### Cell sizes after repair, run 1

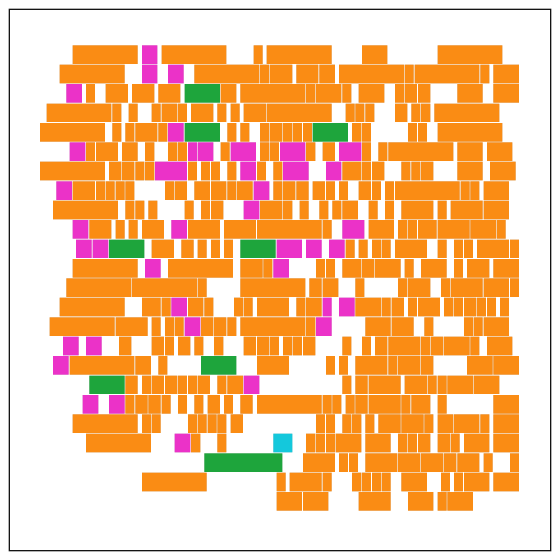
### The clock network, run 1

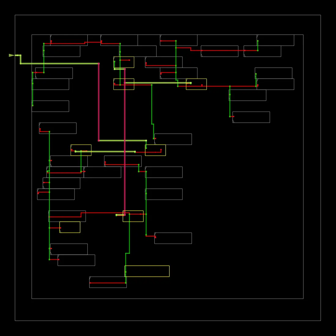
### Logic cells by family, run 1

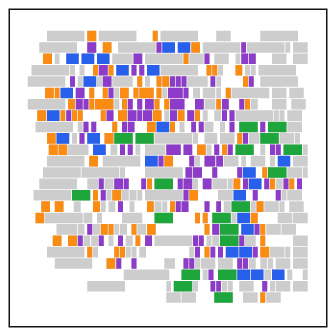
### Metal 2, run 1

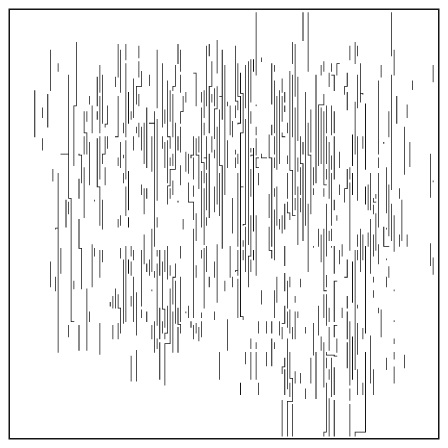
===== config.mk =====
export PLATFORM = sky130hd
export DESIGN_NAME = lms_adapt_ctrl
export DESIGN_NICKNAME = d
export VERILOG_FILES = /design/src/rtl/lms_ctrl_pkg.sv /design/src/rtl/lms_err_window.sv /design/src/rtl/lms_adapt_ctrl.sv
export SDC_FILE = /design/constraint.sdc
export NUM_CORES = 1
export LEC_CHECK = 0
export ABC_AREA = 1
export CORE_MARGIN = 4
export CORE_UTILIZATION = 58
export CTS_BUF_LIST = sky130_fd_sc_hd__clkbuf_4 sky130_fd_sc_hd__clkbuf_8 sky130_fd_sc_hd__clkbuf_16
export CTS_CLUSTER_DIAMETER = 50
export DETAILED_ROUTE_END_ITERATION = 8
export GPL_ROUTABILITY_DRIVEN = 0
export PLACE_DENSITY = 0.86
export SKIP_CTS_REPAIR_TIMING = 1
export SYNTH_ARGS = -nofsm -noshare
export SYNTH_HDL_FRONTEND = slang
export SYNTH_SLANG_ARGS = --single-unit

===== constraint.sdc =====
create_clock -name clk -period 5.02 [get_ports clk]
set_input_delay 1.004 -clock clk [delete_from_list [all_inputs] [get_ports clk]]
set_output_delay 1.004 -clock clk [all_outputs]
set_load 0.01 [all_outputs]

===== src/rtl/lms_ctrl_pkg.sv =====
// Shared definitions for the LMS adaptation sequencer: state codes,
// step-size codes and the sample-counter width helper.
package lms_ctrl_pkg;

  typedef enum logic [2:0] {
    ST_IDLE    = 3'd0,
    ST_CLEAR   = 3'd1,
    ST_FILL    = 3'd2,
    ST_SETTLE  = 3'd3,
    ST_ACQUIRE = 3'd4,
    ST_TRACK   = 3'd5,
    ST_FROZEN  = 3'd6,
    ST_FAULT   = 3'd7
  } state_t;

  localparam logic [1:0] MU_FAST = 2'd0;  // mu = 1/4
  localparam logic [1:0] MU_SLOW = 2'd1;  // mu = 1/16

  // Width that holds the largest sample count any state has to reach.
  function automatic int unsigned cnt_width(input int unsigned timeout,
                                            input int unsigned conv_n,
                                            input int unsigned settle,
                                            input int unsigned l);
    int unsigned m;
    m = timeout;
    if (conv_n > m) m = conv_n;
    if (settle > m) m = settle;
    if (l > m)      m = l;
    return $clog2(m + 1);
  endfunction

endpackage


===== src/rtl/lms_err_window.sv =====
// Error-magnitude window: |e| against threshold plus saturating in/out
// run counters. The out-of-threshold (loss) run only exists when
// LMS_CTRL_LOSS_DETECT_EN is defined.
module lms_err_window
  import lms_ctrl_pkg::*;
#(
  parameter int unsigned W1     = 14,
  parameter int unsigned CONV_N = 256,
  parameter int unsigned LOSS_N = 16
) (
  input  logic                 clk,
  input  logic                 rst,
  input  logic                 clr_i,
  input  logic                 sample_en_i,
  input  logic signed [W1-1:0] e_i,
  input  logic        [W1-1:0] thr_i,
  output logic                 conv_hit_o,
  output logic                 loss_hit_o
);

  localparam int unsigned RMAX = (CONV_N > LOSS_N) ? CONV_N : LOSS_N;
  localparam int unsigned RW   = $clog2(RMAX + 1);

  logic [W1-1:0] mag;
  logic          in_thr;
  logic [RW-1:0] in_run_q, in_run_d;

  // |e| fits in W1 unsigned bits, including the most negative input.
  always_comb begin
    mag    = e_i[W1-1] ? (~$unsigned(e_i) + 1'b1) : $unsigned(e_i);
    in_thr = sample_en_i && (mag < thr_i);
  end

  always_comb begin
    in_run_d = in_run_q;
    if (clr_i)
      in_run_d = '0;
    else if (sample_en_i)
      in_run_d = !in_thr ? '0 : ((in_run_q != '1) ? in_run_q + 1'b1 : in_run_q);
  end

  always_ff @(posedge clk or posedge rst) begin
    if (rst) in_run_q <= '0;
    else     in_run_q <= in_run_d;
  end

  assign conv_hit_o = in_thr && (32'(in_run_q) >= CONV_N - 1);

`ifdef LMS_CTRL_LOSS_DETECT_EN
  logic [RW-1:0] out_run_q, out_run_d;

  always_comb begin
    out_run_d = out_run_q;
    if (clr_i)
      out_run_d = '0;
    else if (sample_en_i)
      out_run_d = in_thr ? '0 : ((out_run_q != '1) ? out_run_q + 1'b1 : out_run_q);
  end

  always_ff @(posedge clk or posedge rst) begin
    if (rst) out_run_q <= '0;
    else     out_run_q <= out_run_d;
  end

  assign loss_hit_o = sample_en_i && !in_thr && (32'(out_run_q) >= LOSS_N - 1);
`else
  assign loss_hit_o = 1'b0;
`endif

endmodule


===== src/rtl/lms_adapt_ctrl.sv =====
// LMS adaptation sequencer: IDLE/CLEAR/FILL/SETTLE/ACQUIRE/TRACK/FROZEN/FAULT.
// Optional macro LMS_CTRL_LOSS_DETECT_EN enables TRACK -> ACQUIRE on loss of lock.
module lms_adapt_ctrl
  import lms_ctrl_pkg::*;
#(
  parameter int unsigned W1      = 14,
  parameter int unsigned L       = 33,
  parameter int unsigned SETTLE  = 64,
  parameter int unsigned CONV_N  = 256,
  parameter int unsigned LOSS_N  = 16,
  parameter int unsigned TIMEOUT = 65535
) (
  input  logic                 clk,
  input  logic                 aclr,
  input  logic                 sample_en,
  input  logic                 start,
  input  logic                 abort,
  input  logic                 freeze,
  input  logic signed [W1-1:0] e_in,
  input  logic        [W1-1:0] e_thr,
  output logic                 coef_clr,
  output logic                 adapt_en,
  output logic [1:0]           mu_sel,
  output logic                 converged,
  output logic                 fault,
  output logic [2:0]           state
);

  localparam int unsigned CW = cnt_width(TIMEOUT, CONV_N, SETTLE, L);

  state_t        state_q, state_d;
  logic [CW-1:0] cnt_q, cnt_d;
  logic          entry;
  logic          conv_hit, loss_hit;
  logic          coef_clr_q, coef_clr_d;
  logic          adapt_en_q, adapt_en_d;
  logic [1:0]    mu_sel_q, mu_sel_d;
  logic          converged_q, converged_d;
  logic          fault_q, fault_d;

  lms_err_window #(
    .W1     (W1),
    .CONV_N (CONV_N),
    .LOSS_N (LOSS_N)
  ) u_win (
    .clk         (clk),
    .rst         (aclr),
    .clr_i       (entry),
    .sample_en_i (sample_en),
    .e_i         (e_in),
    .thr_i       (e_thr),
    .conv_hit_o  (conv_hit),
    .loss_hit_o  (loss_hit)
  );

  // State, sample counter and registered outputs.
  always_ff @(posedge clk or posedge aclr) begin
    if (aclr) begin
      state_q     <= ST_IDLE;
      cnt_q       <= '0;
      coef_clr_q  <= 1'b0;
      adapt_en_q  <= 1'b0;
      mu_sel_q    <= MU_FAST;
      converged_q <= 1'b0;
      fault_q     <= 1'b0;
    end else begin
      state_q     <= state_d;
      cnt_q       <= cnt_d;
      coef_clr_q  <= coef_clr_d;
      adapt_en_q  <= adapt_en_d;
      mu_sel_q    <= mu_sel_d;
      converged_q <= converged_d;
      fault_q     <= fault_d;
    end
  end

  // Next state and sample counter; start re-entering CLEAR counts as an entry.
  always_comb begin
    state_d = state_q;
    if (abort) begin
      state_d = ST_IDLE;
    end else if (start) begin
      state_d = ST_CLEAR;
    end else begin
      unique case (state_q)
        ST_IDLE:    state_d = ST_IDLE;
        ST_CLEAR:   state_d = ST_FILL;
        ST_FILL:    if (sample_en && (32'(cnt_q) >= L - 1)) state_d = ST_SETTLE;
        ST_SETTLE:  if (sample_en && (32'(cnt_q) >= SETTLE - 1)) state_d = ST_ACQUIRE;
        ST_ACQUIRE: begin
          if (conv_hit)
            state_d = ST_TRACK;
          else if (sample_en && (32'(cnt_q) >= TIMEOUT - 1))
            state_d = ST_FAULT;
        end
        ST_TRACK: begin
          if (freeze)
            state_d = ST_FROZEN;
          else if (loss_hit)
            state_d = ST_ACQUIRE;
        end
        ST_FROZEN:  if (!freeze) state_d = ST_TRACK;
        ST_FAULT:   state_d = ST_FAULT;
        default:    state_d = ST_IDLE;
      endcase
    end

    entry = abort || start || (state_d != state_q);

    cnt_d = cnt_q;
    if (entry)
      cnt_d = '0;
    else if (sample_en && (cnt_q != '1))
      cnt_d = cnt_q + 1'b1;
  end

  // Outputs decoded from the next state so they register with it.
  always_comb begin
    coef_clr_d  = 1'b0;
    adapt_en_d  = 1'b0;
    mu_sel_d    = MU_FAST;
    converged_d = 1'b0;
    fault_d     = 1'b0;
    unique case (state_d)
      ST_CLEAR:   coef_clr_d = 1'b1;
      ST_ACQUIRE: adapt_en_d = 1'b1;
      ST_TRACK: begin
        adapt_en_d  = 1'b1;
        mu_sel_d    = MU_SLOW;
        converged_d = 1'b1;
      end
      ST_FROZEN: begin
        mu_sel_d    = MU_SLOW;
        converged_d = 1'b1;
      end
      ST_FAULT:   fault_d = 1'b1;
      default: ;
    endcase
  end

  assign coef_clr  = coef_clr_q;
  assign adapt_en  = adapt_en_q;
  assign mu_sel    = mu_sel_q;
  assign converged = converged_q;
  assign fault     = fault_q;
  assign state     = state_q;

endmodule


==> flow_summary.yaml, run 1 <==
# flow metrics
sta:
  fin_setup_tns_ns: 0
  timing.fmax_ghz: 0.2311
  slew-limit-headroom_pct: 53.79
  maxSlewViolCount: 0
  fin_skew_ns: 0.006117
  min_period_ns: 4.328
  rsz0062_at_grt: "false"
  hold_slack_ns: 0.5933
  hold_viol: 0
  setup_viol: 0
  period_used_pct: 86.21
  worst-slew-pin-transition_ns: 0.6908
critical_path:
  r2r_cells: 17
  timing.critical_path.buf_inv: 3
  end_kind: "register"
  cp_data_required_time_ns: 5.16
  path_delay_family: "simple AND/OR/NAND/NOR gates"
  cp_common_cell: "nand2_1"
  startpoint_type: "input pin"
  r2r_slack_ns: 2.21
  path_max_fanout: 25
  critPathKind: "input pin to register"
  cp_cell_sequence: "clkdlybuf4s50_1 -> inv_1 -> ha_1 -> nand2_1 -> nor3_1 -> inv_1 -> o31ai_1 -> nand2_1 -> xor2_1 -> ha_1 -> nand2_1 -> nor2_1 -> nand2_1 -> nor2_1 -> nor2_1 -> nand2_1 -> nor2_2 -> nand3_1 -> nand4_1 -> nand3b_1 -> nand2_2 -> nor2_1"
  max_stage_delay_ns: 0.53
  crit-reg2reg-launch: "u_win.in_run_q[0]"
  rr_endpoint: "cnt_q[15]"
  cp.depth: 22
  arrival_ns: 4.47
  crit_slowest_cell: "nand2_2"
  endpoint: "cnt_q[15]"
  crit_start: "e_in[1]"
floorplan:
  tapCellCount: 52
  rows: 24
  die_y_um: 75.60
  fp.dieW_um: 75.60
  io_pins: 43
  fp-utilization_pct: 60.45
  core_area_mm2: 0.004384
  dieArea_mm2: 0.005715
detailed_routing:
  firstDrtPassIters: 4
  ant_nets: 0
  drc: 0
  drt_wl_total_um: 5632
  top_layer: "met4"
  wl_met3_um: 367
  wl_per_cell_um: 11.91
  drt-met1-wl_um: 2569
  dr.first_iter.drc_count: 111
  vias_per_cell: 5.104
  dr_wl_met2_um: 2640
pwr:
  clkPwrFrac_pct: 41.6
  peakVddDrop_mv: 0.1885
  pwr-share-comb_pct: 18.2
  power_switching_uw: 162.6
  power_switching_share_pct: 24.95
  internal_power_uw: 489.1
  p_leak_nw: 1.486
  p_seq_share_pct: 40.2
  p_total_uw: 651.8
  powerDensity_mw_per_mm2: 203.0
global_route:
  grt_pass1_wl_um: 9494
  grt_usage_pct: 21.26
  busiest_layer: "met2"
  gr-usage-met1_pct: 26.43
  grt_pass1_vias: 2286
  grt_max_degree: 33
  antenna_found_initial: 0
  met3_usage_pct: 4.485
  grt_overflow_total: 0
clock_network:
  clockRootBuffer: "clkbuf_8"
  cts_tree: "done"
  clockBufferDepth: 2
  path_clk_slew_ns: 0.07
  htree_levels: 2
  insertion_delay_ns: 0.28
synth:
  synth_seq_share_pct: 30.22
  synthXorXnorAreaFrac_pct: 8.593
  synth.area.mux_share_pct: 0
  topCellsByArea: "dfrtp_1 (30%), nand2_1 (11%), ha_1 (9.0%)"
  simple_gate_share_pct: 34.51
  syn_nets: 430
  ys_sh_aoi_pct: 6.657
  ys_chip_area_mm2: 0.002650
  yosys_cells: 377
  syn-instance-count: 377
  top_logic_kind: "simple AND/OR/NAND/NOR gates"
  most_common_cell: "nand2_1"
  edf_count: 0
  ys_top_cells_by_count: "nand2_1 (78), inv_1 (61), nor2_1 (49)"
  yosysTopAreaCell: "dfrtp_1"
  yosysTopAreaCellShare_pct: 30.22
  ys.flops: 32
  ys.flop_type: "dfrtp_1"
  syn-cell-area_mm2: 0.002650
  yosysWarnings: 0
  syn_avg_cell_area_um2: 7.029
  adder_share_pct: 8.971
  synthArstFlopShare_pct: 100.0
  synth_cell_type_count: 31
final_layout:
  combGateArea_mm2: 0.001560
  largest-register: "cnt_q"
  comb_area_share_pct: 48.60
  mostFrequentLayoutCell: "nand2_1"
  nNonClkInverters: 64
  largest_register_ffs: 16
  antenna_cells: 0
  drive_gt1_share_pct: 11.64
  fillers: 354
  layout_top_cells: "nand2_1 (78), inv_1 (61), nor2_1 (49), clkdlybuf4s50_1 (41), dfrtp_1 (32)"
  flops: 32
  fin_nets: 473
  logic_gates: 275
  seq_share_pct: 24.94
  nonClkBufAreaFrac_pct: 13.02
  nClkBuffers: 7
  clk_share_pct: 3.936
  seq_area_um2: 800.8
  largest_cell_class: "logic gates"
placed_design:
  dpl.hpwl_um: 4400
  io_buffers: 41
outcome:
  status: "finished clean"
worst_hold_path:
  whs_path_depth: 2
  hold_start: "u_win.in_run_q[8]"
  hold_path.class: "register to register"
  whs_endpoint: "u_win.in_run_q[8]"
run:
  cap_violations: 0
  warnings: 29
About 'Cell sizes after repair':
| size | colour | cells | most used |
|---|---|---|---|
| drive 6 and up | green | 8 | clkbuf_8 |
| drive 1 or less | orange | 372 | nand2_1 |
| drive 2 | magenta | 40 | nor2_2 |
| drive 3 to 4 | cyan | 1 | buf_4 |
post-route cell area: 0.003211 mm^2
Area growth syn-to-layout: 21.15%
non-clock buffer count: 42

About 'The clock network':
TritonCTS buffer count: 5
CTS Sinks: 32

About 'Logic cells by family':
| family | colour | cells | most used |
|---|---|---|---|
| NAND gates | purple | 109 | nand2_1 |
| XOR/XNOR gates | blue | 26 | xor2_1 |
| NOR gates | orange | 88 | nor2_1 |
| adder and majority cells | green | 19 | ha_1 |

About 'Metal 2':
longest straight run: 32.5 um
nets with wire on the layer: 388
Vias: 2,414
met2 GRT Util: 37.30%

[run 1: power by group through the flow]
stage / Clock (mW) / Sequential (mW) / Combinational (mW)
after CTS: 0.277 / 0.262 / 0.120
after detailed placement: 0 / 0.267 / 0.119
after global routing: 0.288 / 0.262 / 0.136
after global placement: 0 / 0.267 / 0.115
final: 0.271 / 0.262 / 0.118
after floorplan: 0 / 0.267 / 0.0731
[run 1: metrics by stage]
stage / utilization [%] / cells / area [um^2] / setup slack (ns)
floorplan: - / 377 / 2650 / 1.413
global placement: 70.35 / 465 / 3084 / 0.5466
detailed placement: 70.35 / 465 / 3084 / 0.4058
CTS: 73.23 / 473 / 3211 / 0.6911
global route: 73.23 / 473 / 3211 / 0.3119
finish: 73.23 / 473 / 3211 / 0.6921
==> inputs of run 2 (changes only) <==
- CORE_UTILIZATION: 58 -> 64
- DONT_BUFFER_PORTS: default -> 1
- PLACE_DENSITY: 0.86 -> 0.8
- clock period: 5.02 -> 4.94 ns (I/O delays scaled with it)
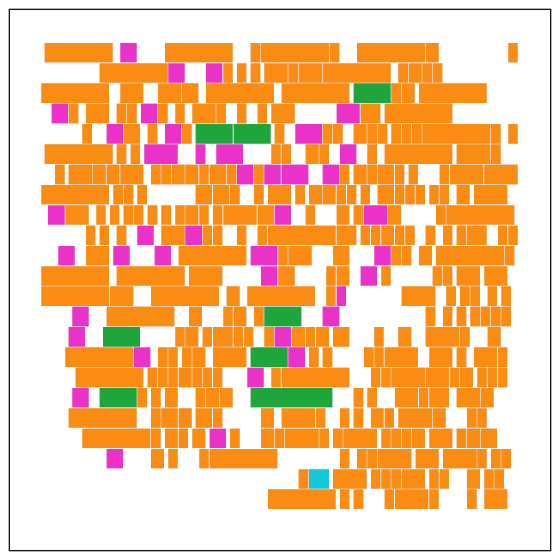
*Cell sizes after repair, run 2*
| size | colour | cells | most used |
|---|---|---|---|
| drive 3 to 4 | cyan | 1 | buf_4 |
| drive 2 | magenta | 40 | nor2_2 |
| drive 1 or less | orange | 331 | nand2_1 |
| drive 6 and up | green | 8 | clkbuf_8 |
Area growth syn-to-layout: 5.571%
post-route cell area: 0.002798 mm^2
final worst slack: 0.9466 ns
non-clock buffer count: 1

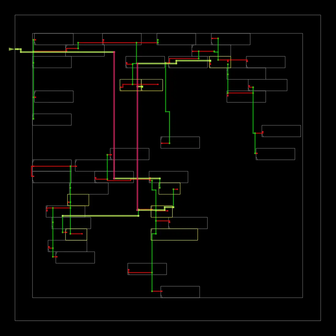
*The clock network, run 2*
layout clock buffer count: 7
Late-Pin Clk Latency: 0.29 ns
registers: 32

==> run 2 against run 1 <==
Synthesized cell count unchanged. Global-route usage increased by 1.5 points. Register-to-register slack got worse by 0.12 ns. Sequential power increased by 2%. Critical path depth decreased by 1. Final cell count decreased by 9.1%. Largest cell class unchanged. Area after synthesis unchanged. Core utilization decreased by 3.3 points. Flip-flop count unchanged. Routed wire length decreased by 3.2%. Combinational power decreased by 27%.
==> flow_summary.yaml, run 2 <==
# flow metrics
placed_design:
  dpl-instance-area_mm2: 0.002671
  io_buffers: 0
  place_inst: 422
critical_path:
  cp_common_cell: "nand2_1"
  cp.depth: 21
  critPathKind: "input pin to register"
  r2r_slack_ns: 2.09
  arrival_ns: 4.14
  timing.critical_path.buf_inv: 2
  cp_cell_sequence: "inv_1 -> ha_1 -> nand2_1 -> nor3_1 -> inv_1 -> o31ai_1 -> nand2_1 -> xor2_1 -> ha_1 -> nand2_1 -> nor2_1 -> nand2_1 -> nand3_1 -> nor2_1 -> nand2_1 -> nor2_2 -> nand3_1 -> nand4_1 -> nand3b_1 -> nand2_2 -> nor2_1"
  crit_start: "e_in[0]"
  endpoint: "u_win.in_run_q[8]"
  max_stage_delay_ns: 0.55
  path_max_fanout: 25
  r2r_cells: 18
  path_delay_family: "simple AND/OR/NAND/NOR gates"
  cp_data_required_time_ns: 5.08
  rr_endpoint: "u_win.in_run_q[8]"
  crit-reg2reg-launch: "u_win.in_run_q[0]"
  end_kind: "register"
  startpoint_type: "input pin"
run:
  cap_violations: 0
  warnings: 29
final_layout:
  final_util_pct: 69.94
  nonClkBufAreaFrac_pct: 0.2683
  logic_gates: 275
  layout_top_cells: "nand2_1 (78), inv_1 (61), nor2_1 (49), dfrtp_1 (32), nor2_2 (24)"
  largest_register_ffs: 16
  seq_area_um2: 800.8
  mostFrequentLayoutCell: "nand2_1"
  comb_area_share_pct: 55.77
  fin_cells: 430
  fin_nets: 432
  fillers: 352
  clk_share_pct: 4.517
  nNonClkInverters: 64
  combGateArea_mm2: 0.001560
  antenna_cells: 0
  largest-register: "cnt_q"
pwr:
  power_switching_share_pct: 24.66
  internal_power_uw: 473.2
  power_switching_uw: 154.9
  peakVddDrop_mv: 0.2007
  power-top-group: "the clock network"
  p_seq_share_pct: 42.5
  pwr-share-comb_pct: 13.8
  powerDensity_mw_per_mm2: 224.5
  pg_seq_uw: 267
  p_comb_uw: 86.7
  p_leak_nw: 1.329
  pg_clk_uw: 274
detailed_routing:
  drc: 0
  wl_met3_um: 350
  firstDrtPassIters: 5
  num_vias: 2319
  ant_nets: 0
  dr_wl_met2_um: 2629
  wl_per_cell_um: 12.68
synth:
  yosys_cells: 377
  yosysTopAreaCellShare_pct: 30.22
  ys.flop_type: "dfrtp_1"
  ys_chip_area_mm2: 0.002650
  most_common_cell: "nand2_1"
  synthArstFlopShare_pct: 100.0
  edf_count: 0
  ys_top_cells_by_count: "nand2_1 (78), inv_1 (61), nor2_1 (49)"
  ys.flops: 32
  synth.area.mux_share_pct: 0
  syn-instance-count: 377
  synth_seq_share_pct: 30.22
  syn-cell-area_mm2: 0.002650
  yosysTopAreaCell: "dfrtp_1"
  topCellsByArea: "dfrtp_1 (30%), nand2_1 (11%), ha_1 (9.0%)"
  top_logic_kind: "simple AND/OR/NAND/NOR gates"
  yosysWarnings: 0
sta:
  timing.fmax_ghz: 0.2504
  rsz0062_at_grt: "false"
  fin_setup_tns_ns: 0
  fin_skew_ns: 0.007350
  min_period_ns: 3.993
  hold_slack_ns: 0.5825
  setup_viol: 0
  period_used_pct: 80.84
  hold_viol: 0
  slew-limit-headroom_pct: 52.27
  worst-slew-pin-transition_ns: 0.7134
worst_hold_path:
  whs_path_depth: 2
  hold_start: "cnt_q[15]"
floorplan:
  die_y_um: 72.35
  tapCellCount: 50
  rows: 23
  fp.dieW_um: 72.35
  fp-utilization_pct: 66.25
  dieArea_mm2: 0.005235
  core_area_mm2: 0.004000
  io_pins: 43
global_route:
  grt_overflow_total: 0
  met3_usage_pct: 5.402
  gr-usage-met1_pct: 27.29
  grt_usage_pct: 22.74
  busiest_layer: "met2"
  grt.met2_usage_pct: 38.32
  grt_pass1_vias: 2294
  grt_max_degree: 33
clock_network:
  clockBufferDepth: 2
  cts_buffers: 5
  cts_tree: "done"
  path_clk_slew_ns: 0.07
outcome:
  status: "finished clean"
## run 2: cell counts after synthesis
Identical to the previous run, type by type.
## run 2: cell families (layout without fill, tap and decap cells)
group / count (synthesis) / in the layout
xor+xnor: 26 / 26
other cells: 1 / 1
compound gates: 31 / 31
fa+ha+maj: 19 / 19
flops: 32 / 32
simple gates: 198 / 198
buf+inv: 70 / 73
## run 2: through the flow
| step | setup slack (ns) | total power [mW] |
|---|---|---|
| 6_report | 0.9466 | 0.6281 |
| 5_1_grt | 0.7238 | 0.6590 |
| 4_1_cts | 1.004 | 0.6345 |
| 3_5_place_dp | 0.7172 | 0.3589 |
| 3_3_place_gp | 0.9111 | 0.3551 |
| 2_1_floorplan | 1.349 | 0.3455 |
==> inputs of run 3 (changes only) <==
- CORE_UTILIZATION: 64 -> 58
- PLACE_DENSITY: 0.8 -> 0.76
- clock period: 4.94 -> 3.66 ns (I/O delays scaled with it)
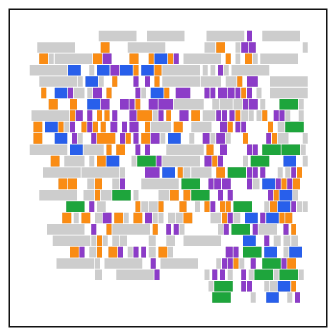
*Logic cells by family, run 3*
| family | colour | cells | most used |
|---|---|---|---|
| XOR/XNOR gates | blue | 26 | xor2_1 |
| NOR gates | orange | 88 | nor2_1 |
| adder and majority cells | green | 19 | ha_1 |
| NAND gates | purple | 109 | nand2_1 |
logic share of the area: 55.67%
non-filler cells, final: 435
Commonest Layout Cell: nand2_1

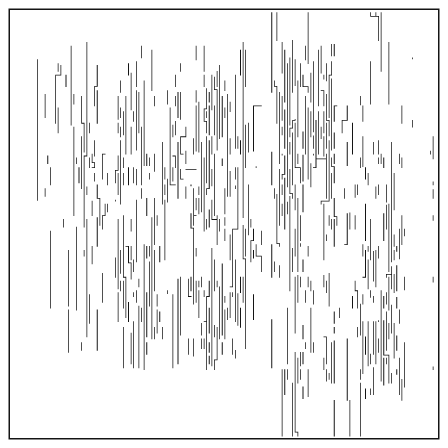
*Metal 2, run 3*
share of all routed wire: 47%
main direction: vertical
longest straight run: 30.9 um
wire length on this layer: 2,420 um
nets with wire on the layer: 348
met2 GRT Util: 32.89%
Vias: 2,280
final WL: 5175 um

==> run 3 against run 2 <==
Sequential share of layout area shrank 0.14 points. Highest routed layer unchanged. Core utilization shrank 5.8 points. Largest cell class unchanged. Final cell count grew 1.2%. Critical path type unchanged. Critical path depth grew 1. Clock power grew 7%. Synthesized cell count is the same. First-iteration DRC count shrank 44%.
==> flow_summary.yaml, run 3 <==
# flow metrics
synth:
  adder_share_pct: 8.971
  yosysWarnings: 0
  yosysTopAreaCell: "dfrtp_1"
  ys_sh_aoi_pct: 6.657
  synthArstFlopShare_pct: 100.0
  simple_gate_share_pct: 34.51
  ys_top_cells_by_count: "nand2_1 (78), inv_1 (61), nor2_1 (49)"
  synthXorXnorAreaFrac_pct: 8.593
  syn_nets: 430
  syn-instance-count: 377
  topCellsByArea: "dfrtp_1 (30%), nand2_1 (11%), ha_1 (9.0%)"
  ys.flop_type: "dfrtp_1"
  ys_chip_area_mm2: 0.002650
  ys.flops: 32
  most_common_cell: "nand2_1"
  syn-cell-area_mm2: 0.002650
  synth.area.mux_share_pct: 0
  synth_cell_type_count: 31
  syn_avg_cell_area_um2: 7.029
  yosysTopAreaCellShare_pct: 30.22
clock_network:
  cts_buffers: 5
  insertion_delay_ns: 0.28
  clockBufferDepth: 2
  htree_levels: 2
  path_clk_slew_ns: 0.07
  cts_tree: "done"
  clockRootBuffer: "clkbuf_8"
pwr:
  internal_power_uw: 571.4
  pg_clk_uw: 292
  p_comb_uw: 120
  powerDensity_mw_per_mm2: 274.8
  clkPwrFrac_pct: 37.8
  pg_seq_uw: 360
  power-top-group: "registers"
  peakVddDrop_mv: 0.3509
  p_leak_nw: 1.338
  p_seq_share_pct: 46.6
  power_switching_share_pct: 26.05
  pwr-share-comb_pct: 15.6
final_layout:
  largest-register: "cnt_q"
  fillers: 397
  layout_top_cells: "nand2_1 (78), inv_1 (61), nor2_1 (49), dfrtp_1 (32), nor2_2 (24)"
  drive_gt1_share_pct: 13.84
  fin_nets: 435
  final_util_pct: 64.13
  area_delta_synth_final_pct: 6.091
  antenna_cells: 0
critical_path:
  path_delay_family: "simple AND/OR/NAND/NOR gates"
  crit_start: "e_in[0]"
  r2r_cells: 19
  startpoint_type: "input pin"
  cp_common_cell: "nand2_1"
  endpoint: "cnt_q[15]"
  max_stage_delay_ns: 0.28
  crit_slowest_cell: "o31ai_2"
  path_max_fanout: 25
  rr_endpoint: "cnt_q[15]"
  end_kind: "register"
  timing.critical_path.buf_inv: 3
  crit-reg2reg-launch: "u_win.in_run_q[0]"
  cp.depth: 22
  cp_cell_sequence: "inv_1 -> ha_1 -> nand2_1 -> nor3_1 -> inv_1 -> o31ai_2 -> nand2_1 -> xor2_1 -> ha_1 -> nand2_1 -> nor2_1 -> nand2_1 -> nor2_1 -> nor2_1 -> nand2_1 -> nor2_2 -> nand3_1 -> nand4_1 -> nand3b_1 -> nand2_2 -> buf_12 -> nor2_1"
sta:
  fin_skew_ns: 0.006063
  fin_setup_tns_ns: 0
  slew-limit-headroom_pct: 35.93
  period_used_pct: 87.89
  rsz0062_at_grt: "false"
  setup_viol: 0
  setup_slack_ns: 0.4434
  timing.fmax_ghz: 0.3109
  worst-slew-pin-transition_ns: 0.9600
placed_design:
  dpl.hpwl_um: 4078
  post-place-ws_ns: 0.06219
  io_buffers: 0
global_route:
  grt_max_degree: 27
  grt_overflow_total: 0
  grt_usage_pct: 19.40
  gr-usage-met1_pct: 25.08
  grt_pass1_wl_um: 8756
  grt_pass1_vias: 2138
  met3_usage_pct: 4.090
  busiest_layer: "met2"
run:
  cap_violations: 0
  warnings: 29
detailed_routing:
  drt-met1-wl_um: 2375
  wl_met3_um: 339
  ant_nets: 0
  firstDrtPassIters: 5
  dr.first_iter.drc_count: 80
  vias_per_cell: 5.241
  top_layer: "met4"
  dr_wl_met2_um: 2418
  wl_per_cell_um: 11.90
floorplan:
  core_area_mm2: 0.004384
  fp.dieW_um: 75.60
  die_y_um: 75.60
  dieArea_mm2: 0.005715
  io_pins: 43
  fp-utilization_pct: 60.45
  rows: 24
outcome:
  status: "finished clean"
worst_hold_path:
  hold_path.class: "input pin to async pin"
## run 3: cell types whose count changed in the layout (fill, tap and decap cells not counted), sizes merged
cell and change:
buf +3, bufinv -1, clkbuf +1
## run 3: stage by stage
step	instances	power, mW	instance area (um^2)
after floorplan	377	0.4663	2650
after global placement	427	0.4853	2709
after detailed placement	427	0.4885	2709
after CTS	435	0.7829	2806
after global routing	435	0.8154	2811
final	435	0.7727	2811
## run 3: cell type report
type	instances	area, um^2	area share, %
Multi-Input combinational cell	275	1565	55.67
Timing Repair Buffer	4	42.54	1.513
Inverter	64	240.2	8.545
Clock buffer	8	97.59	3.471
Tap cell	52	65.06	2.314
Sequential cell	32	800.8	28.48
No activity file was given, so power comes from the tool's default toggle rates.
